Fig. 1: placed standard cells
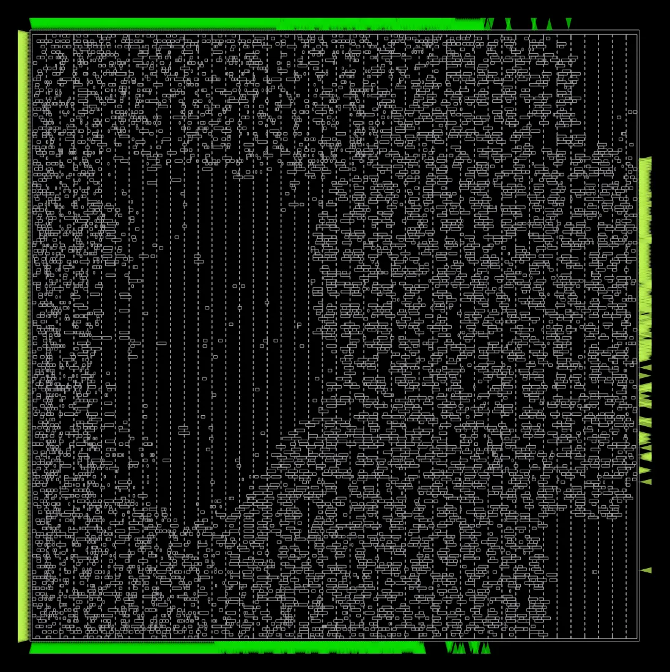
Fig. 2: sequential cells grouped by signal name
The bar under the picture is 200 um long.
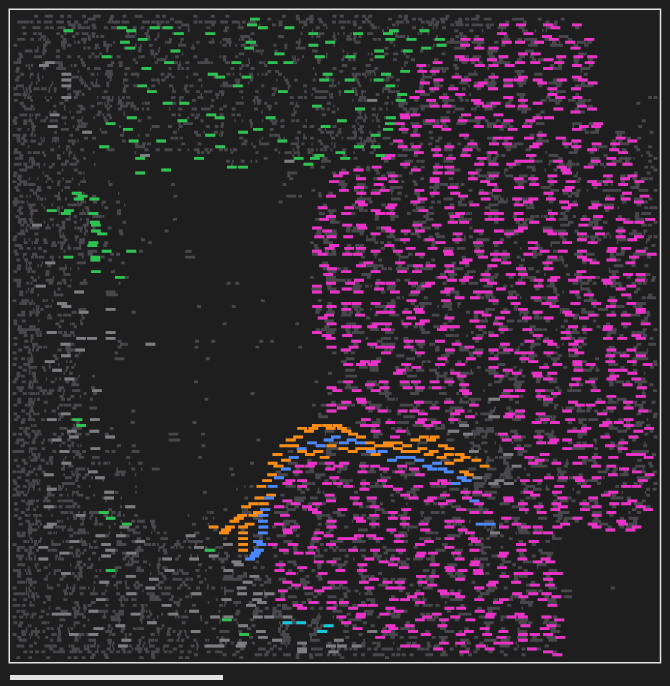
Fig. 3: wiring heat map
30 x 31 tiles, from dark blue (low) to red (high), scaled to the fullest tile. Values are wire area over tile area, all layers added.
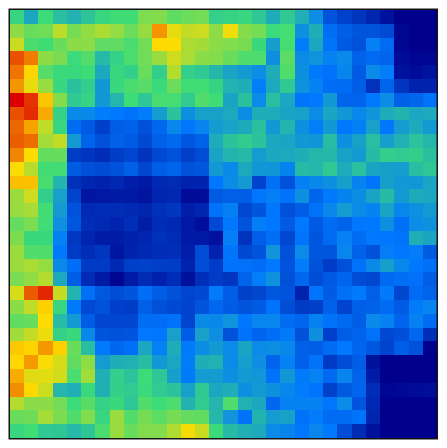
Fig. 4: routed clock nets over the placement
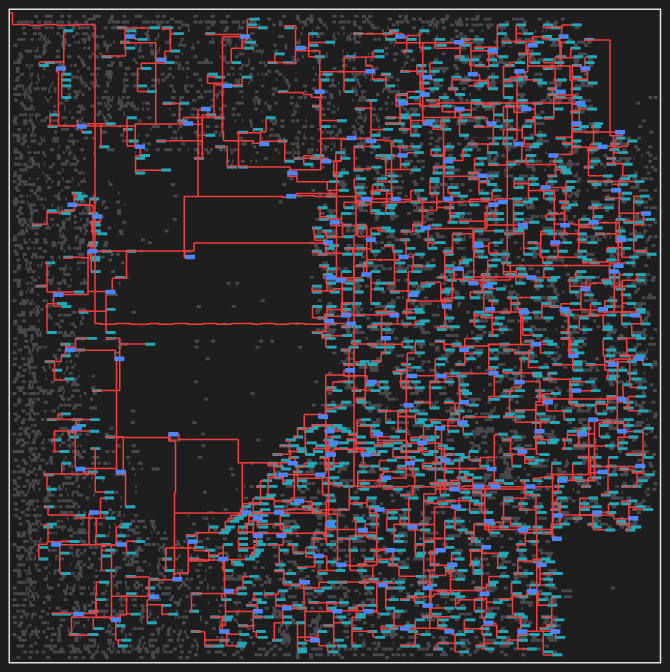
File: src/rtl/def_pkg.sv
// Shared AES datapath types and small helpers used by the request arbiter.
package def_pkg;

  localparam int BLOCK_W = 128;

  typedef logic [BLOCK_W-1:0] block;

  // Successor of v in a ring of n slots.
  function automatic int wrap_inc(input int v, input int n);
    return (v + 1 >= n) ? 0 : v + 1;
  endfunction

endpackage

File: src/rtl/aes_rsp_fifo.sv
// Response FIFO with registered storage and a first-word-fall-through head.
module aes_rsp_fifo
  import def_pkg::*;
#(
  parameter int DEPTH = 8,
  parameter int WIDTH = 130
) (
  input  logic                     clock,
  input  logic                     reset_n,
  input  logic                     push,
  input  logic [WIDTH-1:0]         push_data,
  input  logic                     pop,
  output logic [WIDTH-1:0]         pop_data,
  output logic                     full,
  output logic                     empty,
  output logic [$clog2(DEPTH):0]   count
);

  localparam int PTR_W = $clog2(DEPTH);
  localparam int CNT_W = PTR_W + 1;

  logic [WIDTH-1:0] mem [DEPTH];
  logic [PTR_W-1:0] wr_ptr;
  logic [PTR_W-1:0] rd_ptr;
  logic             do_push;
  logic             do_pop;

  assign full     = (count == CNT_W'(DEPTH));
  assign empty    = (count == '0);
  assign do_pop   = pop & ~empty;
  // A pop on a full FIFO frees the slot that the simultaneous push reuses.
  assign do_push  = push & (~full | do_pop);
  assign pop_data = mem[rd_ptr];

  always_ff @(posedge clock or negedge reset_n) begin
    if (!reset_n) begin
      wr_ptr <= '0;
      rd_ptr <= '0;
      count  <= '0;
      for (int i = 0; i < DEPTH; i++) mem[i] <= '0;
    end else begin
      if (do_push) begin
        mem[wr_ptr] <= push_data;
        wr_ptr      <= wr_ptr + PTR_W'(1);
      end
      if (do_pop) rd_ptr <= rd_ptr + PTR_W'(1);
      if (do_push && !do_pop)      count <= count + CNT_W'(1);
      else if (!do_push && do_pop) count <= count - CNT_W'(1);
    end
  end

endmodule

File: src/rtl/aes_req_arbiter.sv
// Round-robin front-end sharing one pipelined, non-stallable AES core between
// N_REQ requesters; credits bound in-flight blocks to the response FIFO depth.
module aes_req_arbiter
  import def_pkg::*;
#(
  parameter int N_REQ      = 4,
  parameter int LATENCY    = 41,
  parameter int FIFO_DEPTH = 8
) (
  input  logic                          clock,
  input  logic                          reset_n,
  input  logic [N_REQ-1:0]              i_req_valid,
  input  logic [N_REQ*BLOCK_W-1:0]      i_req_state,
  input  logic [N_REQ*BLOCK_W-1:0]      i_req_key,
  output logic [N_REQ-1:0]              o_req_ready,
  output logic                          o_core_tx_en,
  output logic [BLOCK_W-1:0]            o_core_state,
  output logic [BLOCK_W-1:0]            o_core_key,
  input  logic                          i_core_tx_en,
  input  logic [BLOCK_W-1:0]            i_core_state,
  output logic                          o_rsp_valid,
  output logic [$clog2(N_REQ)-1:0]      o_rsp_id,
  output logic [BLOCK_W-1:0]            o_rsp_state,
  input  logic                          i_rsp_ready,
  output logic [$clog2(FIFO_DEPTH):0]   o_outstanding,
  output logic                          o_err
);

  localparam int ID_W  = $clog2(N_REQ);
  localparam int CNT_W = $clog2(FIFO_DEPTH) + 1;

  typedef struct packed {
    logic [ID_W-1:0] id;
    block            state;
  } rsp_entry_t;

  logic [ID_W-1:0]  rr_ptr;
  logic [ID_W-1:0]  gnt_id;
  logic             gnt_any;
  logic             credit_ok;
  block             gnt_state;
  block             gnt_key;
  logic [ID_W-1:0]  core_id_q;
  logic             tag_v  [LATENCY];
  logic [ID_W-1:0]  tag_id [LATENCY];
  logic             push;
  logic             pop;
  rsp_entry_t       push_entry;
  rsp_entry_t       head_entry;
  logic             fifo_full;
  logic             fifo_empty;
  logic [CNT_W-1:0] fifo_count;
  logic             unused_fifo_status;

  assign credit_ok = (o_outstanding < CNT_W'(FIFO_DEPTH));

  // Search from rr_ptr upward with wrap; reset gating keeps ready low while held.
  always_comb begin
    gnt_any     = 1'b0;
    gnt_id      = '0;
    o_req_ready = '0;
    for (int i = 0; i < N_REQ; i++) begin
      int              idx;
      logic [ID_W-1:0] idx_b;
      idx = int'(rr_ptr) + i;
      if (idx >= N_REQ) idx = idx - N_REQ;
      idx_b = ID_W'(idx);
      if (!gnt_any && i_req_valid[idx_b] && credit_ok && reset_n) begin
        gnt_any = 1'b1;
        gnt_id  = idx_b;
      end
    end
    if (gnt_any) o_req_ready[gnt_id] = 1'b1;
  end

  always_comb begin
    gnt_state = '0;
    gnt_key   = '0;
    for (int r = 0; r < N_REQ; r++) begin
      if (gnt_any && gnt_id == ID_W'(r)) begin
        gnt_state = i_req_state[r*BLOCK_W +: BLOCK_W];
        gnt_key   = i_req_key[r*BLOCK_W +: BLOCK_W];
      end
    end
  end

  always_ff @(posedge clock or negedge reset_n) begin
    if (!reset_n) begin
      rr_ptr       <= '0;
      o_core_tx_en <= 1'b0;
      o_core_state <= '0;
      o_core_key   <= '0;
      core_id_q    <= '0;
    end else begin
      if (gnt_any) rr_ptr <= ID_W'(wrap_inc(int'(gnt_id), N_REQ));
      o_core_tx_en <= gnt_any;
      o_core_state <= gnt_state;
      o_core_key   <= gnt_key;
      core_id_q    <= gnt_any ? gnt_id : '0;
    end
  end

  // Tag line: stage 0 follows the issue register, last stage meets the core output.
  always_ff @(posedge clock or negedge reset_n) begin
    if (!reset_n) begin
      for (int i = 0; i < LATENCY; i++) begin
        tag_v[i]  <= 1'b0;
        tag_id[i] <= '0;
      end
    end else begin
      tag_v[0]  <= o_core_tx_en;
      tag_id[0] <= core_id_q;
      for (int i = 1; i < LATENCY; i++) begin
        tag_v[i]  <= tag_v[i-1];
        tag_id[i] <= tag_id[i-1];
      end
    end
  end

  assign push             = i_core_tx_en & tag_v[LATENCY-1];
  assign push_entry.id    = tag_id[LATENCY-1];
  assign push_entry.state = i_core_state;
  assign pop              = o_rsp_valid & i_rsp_ready;

  always_ff @(posedge clock or negedge reset_n) begin
    if (!reset_n) begin
      o_err         <= 1'b0;
      o_outstanding <= '0;
    end else begin
      if (i_core_tx_en != tag_v[LATENCY-1]) o_err <= 1'b1;
      if (gnt_any && !pop)      o_outstanding <= o_outstanding + CNT_W'(1);
      else if (!gnt_any && pop) o_outstanding <= o_outstanding - CNT_W'(1);
    end
  end

  aes_rsp_fifo #(
    .DEPTH (FIFO_DEPTH),
    .WIDTH ($bits(rsp_entry_t))
  ) u_rsp_fifo (
    .clock     (clock),
    .reset_n   (reset_n),
    .push      (push),
    .push_data (push_entry),
    .pop       (pop),
    .pop_data  (head_entry),
    .full      (fifo_full),
    .empty     (fifo_empty),
    .count     (fifo_count)
  );

  assign unused_fifo_status = ^{fifo_full, fifo_count};

  assign o_rsp_valid = ~fifo_empty;
  assign o_rsp_id    = o_rsp_valid ? head_entry.id : '0;
  assign o_rsp_state = o_rsp_valid ? head_entry.state : '0;

endmodule

File: config.mk
export PLATFORM = sky130hd
export DESIGN_NAME = aes_req_arbiter
export DESIGN_NICKNAME = d
export VERILOG_FILES = /design/src/rtl/def_pkg.sv /design/src/rtl/aes_rsp_fifo.sv /design/src/rtl/aes_req_arbiter.sv
export SDC_FILE = /design/constraint.sdc
export NUM_CORES = 2
export LEC_CHECK = 0
export CORE_AREA = 2 2 607 609
export DETAILED_ROUTE_END_ITERATION = 10
export DIE_AREA = 0 0 609 611
export GPL_ROUTABILITY_DRIVEN = 1
export PLACE_DENSITY = 0.33
export SETUP_SLACK_MARGIN = 0.4
export SYNTH_ARGS = -nofsm -noshare
export SYNTH_HDL_FRONTEND = slang
export SYNTH_SLANG_ARGS = --single-unit
File: constraint.sdc
create_clock -name clock -period 5.1 [get_ports clock]
set_input_delay 0.51 -clock clock [delete_from_list [all_inputs] [get_ports clock]]
set_output_delay 0.51 -clock clock [all_outputs]
set_load 0.03 [all_outputs]
==> results.py <==
# Generated from Yosys and OpenROAD reports
metrics = {
    "yosys": {
        "top_cells_by_area": "dfrtp_1 (54%), mux2_2 (14%), mux4_2 (8.8%)",
        "async_reset_ff_share_pct": 100,
        "yosys_warnings": 0,
    },
    "route": {
        "drcViolationCount": 0,
        "drtAntennaViolNets": 0,
        "vias": 51900,
    },
    "timing": {
        "rsz0062_at_grt": "false",
        "setup_tns_ns": 0,
        "fin_worst_skew_ns": 0.0617,
        "final_max_slew_viol_count": 0,
    },
    "final_layout": {
        "drive_gt1_share_pct": 25.2,
        "regArea_mm2": 0.0360,
        "syn2layout_area_growth_pct": 42.0,
        "fin_area_mm2": 0.0946,
        "buffers": 1727,
        "clkbuf_count": 278,
    },
    "place": {
        "placed_area_mm2": 0.0881,
        "placed_cells": 11200,
    },
    "power": {
        "p_leak_nw": 40.8,
        "p_sw_share_pct": 40.7,
        "pg_comb_mw": 19.7,
        "p_int_mw": 28.9,
        "design_power_total_mw": 48.8,
        "largestPowerGroup": "combinational cells",
    },
    "clock_network": {
        "cts.sinks": 1439,
        "cts-htree-levels": 4,
        "numCtsBuffers": 191,
        "cts.reportedPaths.clkPinSlew_ns": 0.06,
    },
    "status": {
        "outcome": "complete, no violations",
    },
    "worst_setup_path": {
        "r2r_setup_slack_ns": 0.70,
        "worstPathRequired_ns": 4.59,
    },
    "global_routing": {
        "grt_first_pass_wirelength_um": 571000,
        "grt.busiest_layer": "met2",
    },
    "floorplanning": {
        "die_width_um": 609,
        "io_pins": 1557,
        "fp_util_pct": 18.2,
    },
}
About Fig. 1:
# rows: 222
Layout fillers: 38.2k
flop share of the area: 38.1%
final std cells w/o fill: 11.6k

About Fig. 2:
tag_v -> blue  # sequential cells 41
o_core_state -> green  # sequential cells 128
o_outstanding -> cyan  # sequential cells 4, where bottom middle
u_rsp_fifo.mem -> magenta  # sequential cells 1040
tag_id -> orange  # sequential cells 80
not colored = 146

About Fig. 3:
fullest tile = 0.60
nearly empty tiles = 3.8%
tiles over half the peak = 20%
drt total wl: 446000 um
GRT Util Overall: 23.3%
routed len/inst: 38.4 um

About Fig. 4:
clock wires -> red  # length 27.0 mm
flip-flops -> cyan  # count 1439
clock drivers -> blue  # count 191
flops lie = widely spread
routed clock nets = 192

Power is estimated from default activity; no workload was simulated.
